drive_strength.png
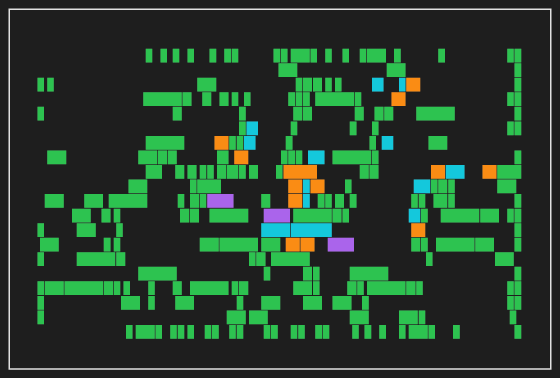
final_congestion.png
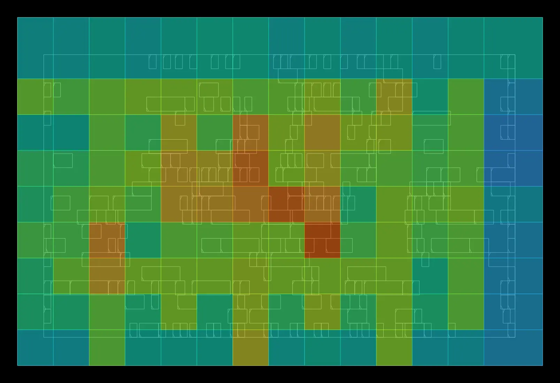
wire_density.png
Bar = 20 µm. 20 x 13 tiles, from dark blue (low) to red (high), scaled to the fullest tile. Values are wire area over tile area, all layers added.
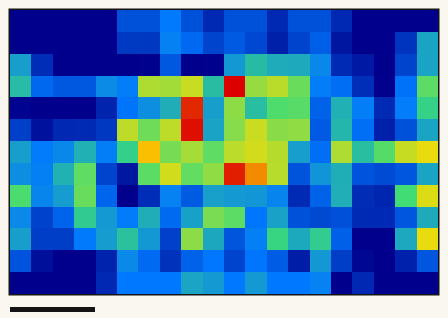
cell_classes.png
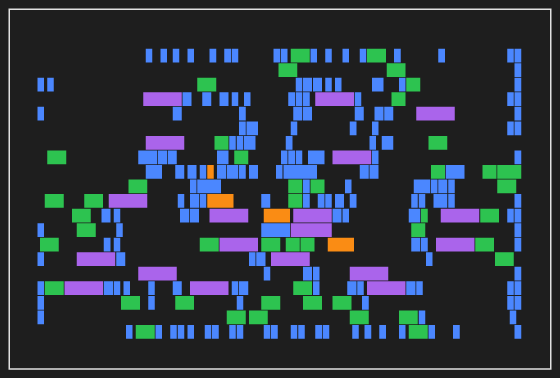
density.png
Bar = 20 µm. 10 x 7 tiles, from dark blue (low) to red (high), 0 to 100% covered.
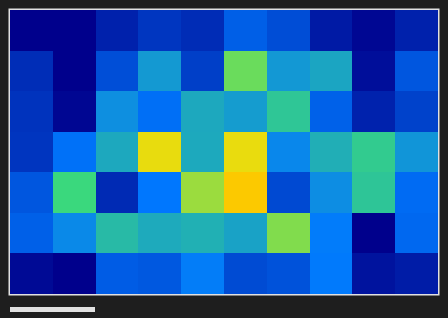
## src/rtl/axi_r_err_gen.sv

```systemverilog
// AXI read-channel error responder: accepts one AR at a time and answers it with
// a len+1 beat R burst carrying a fixed error response and fill data.
module axi_r_err_gen #(
  parameter int unsigned ID_WIDTH   = 4,
  parameter int unsigned DATA_WIDTH = 64,
  parameter int unsigned USER_WIDTH = 6,
  parameter logic [1:0]  RESP       = 2'b11,
  parameter logic [63:0] FILL       = 64'hBADC_AB1E_BADC_AB1E
) (
  input  logic                  clk_i,
  input  logic                  rst_ni,
  input  logic                  ar_valid_i,
  output logic                  ar_ready_o,
  input  logic [ID_WIDTH-1:0]   ar_id_i,
  input  logic [7:0]            ar_len_i,
  input  logic [USER_WIDTH-1:0] ar_user_i,
  output logic                  r_valid_o,
  output logic [DATA_WIDTH-1:0] r_data_o,
  output logic [1:0]            r_resp_o,
  output logic [USER_WIDTH-1:0] r_user_o,
  output logic [ID_WIDTH-1:0]   r_id_o,
  output logic                  r_last_o,
  input  logic                  r_ready_i
);

  typedef enum logic [0:0] {
    IDLE  = 1'b0,
    BURST = 1'b1
  } state_t;

  state_t                state_q, state_d;
  logic [7:0]            cnt_q, cnt_d;
  logic [ID_WIDTH-1:0]   id_q, id_d;
  logic [USER_WIDTH-1:0] user_q, user_d;

  always_ff @(posedge clk_i) begin
    if (!rst_ni) begin
      state_q <= IDLE;
      cnt_q   <= '0;
      id_q    <= '0;
      user_q  <= '0;
    end else begin
      state_q <= state_d;
      cnt_q   <= cnt_d;
      id_q    <= id_d;
      user_q  <= user_d;
    end
  end

  // cnt_q holds remaining beats minus one, so the decrement never wraps.
  always_comb begin
    state_d = state_q;
    cnt_d   = cnt_q;
    id_d    = id_q;
    user_d  = user_q;
    unique case (state_q)
      IDLE: begin
        if (ar_valid_i) begin
          id_d    = ar_id_i;
          user_d  = ar_user_i;
          cnt_d   = ar_len_i;
          state_d = BURST;
        end
      end
      BURST: begin
        if (r_ready_i) begin
          if (cnt_q == 8'd0) begin
            state_d = IDLE;
          end else begin
            cnt_d = cnt_q - 8'd1;
          end
        end
      end
      default: state_d = IDLE;
    endcase
  end

  // Handshake outputs are decoded from registered state only.
  assign ar_ready_o = (state_q == IDLE);
  assign r_valid_o  = (state_q == BURST);
  assign r_last_o   = (state_q == BURST) && (cnt_q == 8'd0);
  assign r_id_o     = id_q;
  assign r_user_o   = user_q;
  assign r_resp_o   = RESP;

  generate
    if (DATA_WIDTH <= 64) begin : g_fill_trunc
      assign r_data_o = FILL[DATA_WIDTH-1:0];
    end else begin : g_fill_ext
      assign r_data_o = {{(DATA_WIDTH-64){1'b0}}, FILL};
    end
  endgenerate

endmodule

```

## config.mk

```make
export PLATFORM = sky130hd
export DESIGN_NAME = axi_r_err_gen
export DESIGN_NICKNAME = d
export VERILOG_FILES = /design/src/rtl/axi_r_err_gen.sv
export SDC_FILE = /design/constraint.sdc
export NUM_CORES = 1
export LEC_CHECK = 0
export ABC_AREA = 1
export CORE_AREA = 5 5 96 62
export DETAILED_ROUTE_END_ITERATION = 8
export DIE_AREA = 0 0 101 67
export HOLD_SLACK_MARGIN = 0.15
export PLACE_DENSITY_LB_ADDON = 0.1
export RECOVER_POWER = 25
export SLEW_MARGIN = 15
export SYNTH_ARGS = -nofsm -noshare
export SYNTH_HDL_FRONTEND = slang
export SYNTH_SLANG_ARGS = --single-unit
```

## constraint.sdc

```tcl
create_clock -name clk_i -period 1.6 [get_ports clk_i]
set_input_delay 0.16 -clock clk_i [delete_from_list [all_inputs] [get_ports clk_i]]
set_output_delay 0.16 -clock clk_i [all_outputs]
set_load 0.03 [all_outputs]
```

==> impl_metrics.tcl <==
# collected from the flow reports
set metrics [dict create \
    synth_top_area_share 0.343 \
    area_dominant_class "multi-input combinational cells" \
    worst_setup_path_end_kind "primary output" \
    synthTopLogicFamily "buffers and inverters" \
    dieWidth_um 101 \
    holdPathEnd "r_user_o[4]" \
    p_per_area_mw_per_mm2 922 \
    nMultiInputCombCells 167 \
    wl_met1_mm 1.69 \
    whs_ps 478 \
    lay_top_cells "conb_1, clkdlybuf4s50_1, nor2_1, nand2_1, dfxtp_1" \
    comb_power_share 0.434 \
    layout.cells.non_filler 314 \
    layout.area.comb_um2 754 \
    cts_tree "yes" \
    finalSetupTns_ps 0 \
    critPathMaxStageDelay_ps 330 \
    n_all_inverters 12 \
    ys_area_mm2 0.00144 \
    grt_max_degree 13 \
    finalClockPeriodUsage 0.956 \
    crit_type "reg -> out" \
    port_buffers 34 \
    endpoint "r_last_o" \
    nFillCells 530 \
    switching_share 0.424 \
    slowest_stage "dfxtp_2" \
    power_clock_w 0.000345 \
    layout_top_cell "conb_1" \
    final-setup-viol-count 0 \
    min-delay-path-class "in -> reg" \
    gp_congestion 0.739 \
    buffer_area_frac 0.246 \
    grt_pass1_vias 1013 \
    synthAoiAreaFrac 0.107 \
    crit_path_max_fanout 3 \
    p_seq_frac 0.350 \
    yosys.area_share.simple 0.199 \
    critical-path-top-delay-family "buffers and inverters" \
    power.leakage_nw 0.850 \
    clock_latency_ps 260 \
    critPathArrivalTime_ps 1370 \
    netlist_area_mm2 0.00144 \
    whs_path_depth 3 \
    root_buffer "clkbuf_8" \
    p_clk_frac 0.216 \
    fmax_ghz 0.654 \
    synth_seq_share 0.263 \
    power_leader "combinational logic" \
    cp_common_cell "buf_4" \
    grt_remaining_overflow 0 \
    clkbuf_count 4 \
    path_clk_slew_ps 70 \
    flop_area_um2 382 \
    post_cts_buffers 0 \
    internal_power_w 0.000922 \
    grt_pass1_wl_mm 5.04 \
    clock_area_frac 0.0260 \
    place_inst 308 \
    drt-initial-drc-count 40 \
    synth_cells 205 \
    xor_share 0.00607 \
    p_sw_w 0.000679 \
    ys_top_cells_by_area "buf_4, dfxtp_1, nor2_1, o21ai_0, nand2_1" \
    wl_met3_um 372 \
    yosys.area.top_type "buf_4" \
    status "finished, final reports clean" \
    crit_buf_inv 3 \
    setup.worst_path.start "cnt_q[1]" \
    ys_types 25 \
    worstSetupStartpointType "register" \
    cts_inserted_buffers 3 \
    yosys-stat-cells 205 \
    first_pass_iters 4 \
    flops 19 \
    drt.antenna.violating_nets 0 \
    final-max-slew-violation-count 0 \
    ctsLongestPathBuffers 2 \
    required_ps 1440 \
    top_layer "met4" \
    reg2reg_to "cnt_q[1]" \
    grt_use_met1 0.146 \
    period_minus_slack_ps 1530 \
    cts_max_level 1 \
    pg_seq_w 0.000561 \
    diodes 0 \
    fp.dieH_um 67 \
    drive_gt1_frac 0.117 \
    dpl_cell_area_mm2 0.00166 \
]
## Picture notes: drive_strength.png
Key: green = drive 1 or less [cells 219, most used conb_1]; orange = drive 3 to 4 [cells 13, most used buf_4]; purple = drive 6 and up [cells 3, most used clkbuf_8]; cyan = drive 2 [cells 13, most used inv_2]
Area growth syn-to-layout: 20.2%
Setup WS post-layout: 69.9 ps
Non-Clock Buffer Count: 46
fin area: 0.00174 mm²

## Picture notes: final_congestion.png
GR peak layer: met1
final core occ: 0.352
GRT Util Overall: 0.0976
met2 usage: 0.129

## Picture notes: wire_density.png
The mean over all tiles is 0.085. 18% of the tiles are over half the peak. The emptiest ninth of the die: upper left. The fullest tile reaches 0.32. The densest ninth of the die: center.
WL per Instance: 11.2 µm
Post-Route WL: 3.51 mm

## Picture notes: cell_classes.png
Key: blue = all other logic [cells 179]; green = other buffers and delay cells [cells 46]; orange = clock drivers and dummy loads [cells 4]; purple = flip-flops [cells 19]
core area: 0.00493 mm²
flop share of the area: 0.220
number of cell rows: 20

## Picture notes: density.png
The densest ninth of the die: center. The fullest tile reaches 77%. 1.4% of the tiles are over 75% full. 10% of the tiles are nearly empty.
fp util: 0.293

[per-stage QoR]
step                      setup WS (ps)  power (W)
after detailed placement           8.47    0.00124
after global placement             31.4    0.00124
after CTS                          22.1    0.00160
after floorplan                    77.0    0.00116
after global routing              -1.78    0.00170
final                              69.9    0.00160
[cell usage after synthesis (all sizes together)]
master and n:
buf 69, nor2 32, nand2 20, o21ai 20, dfxtp 19, inv 11
nand3 10, a21oi 8, clkbuf 2, conb 2, ha 2, nand4 2
nor3 2, or2 2, a211oi 1, clkinv 1, mux2i 1, xor2 1
[state kept, by name, indices dropped and copies added (netlist names)]
name / count
cnt_q: 8
r_user_o: 6
r_id_o: 4
r_valid_o: 1
No activity file was given, so power comes from the tool's default toggle rates.
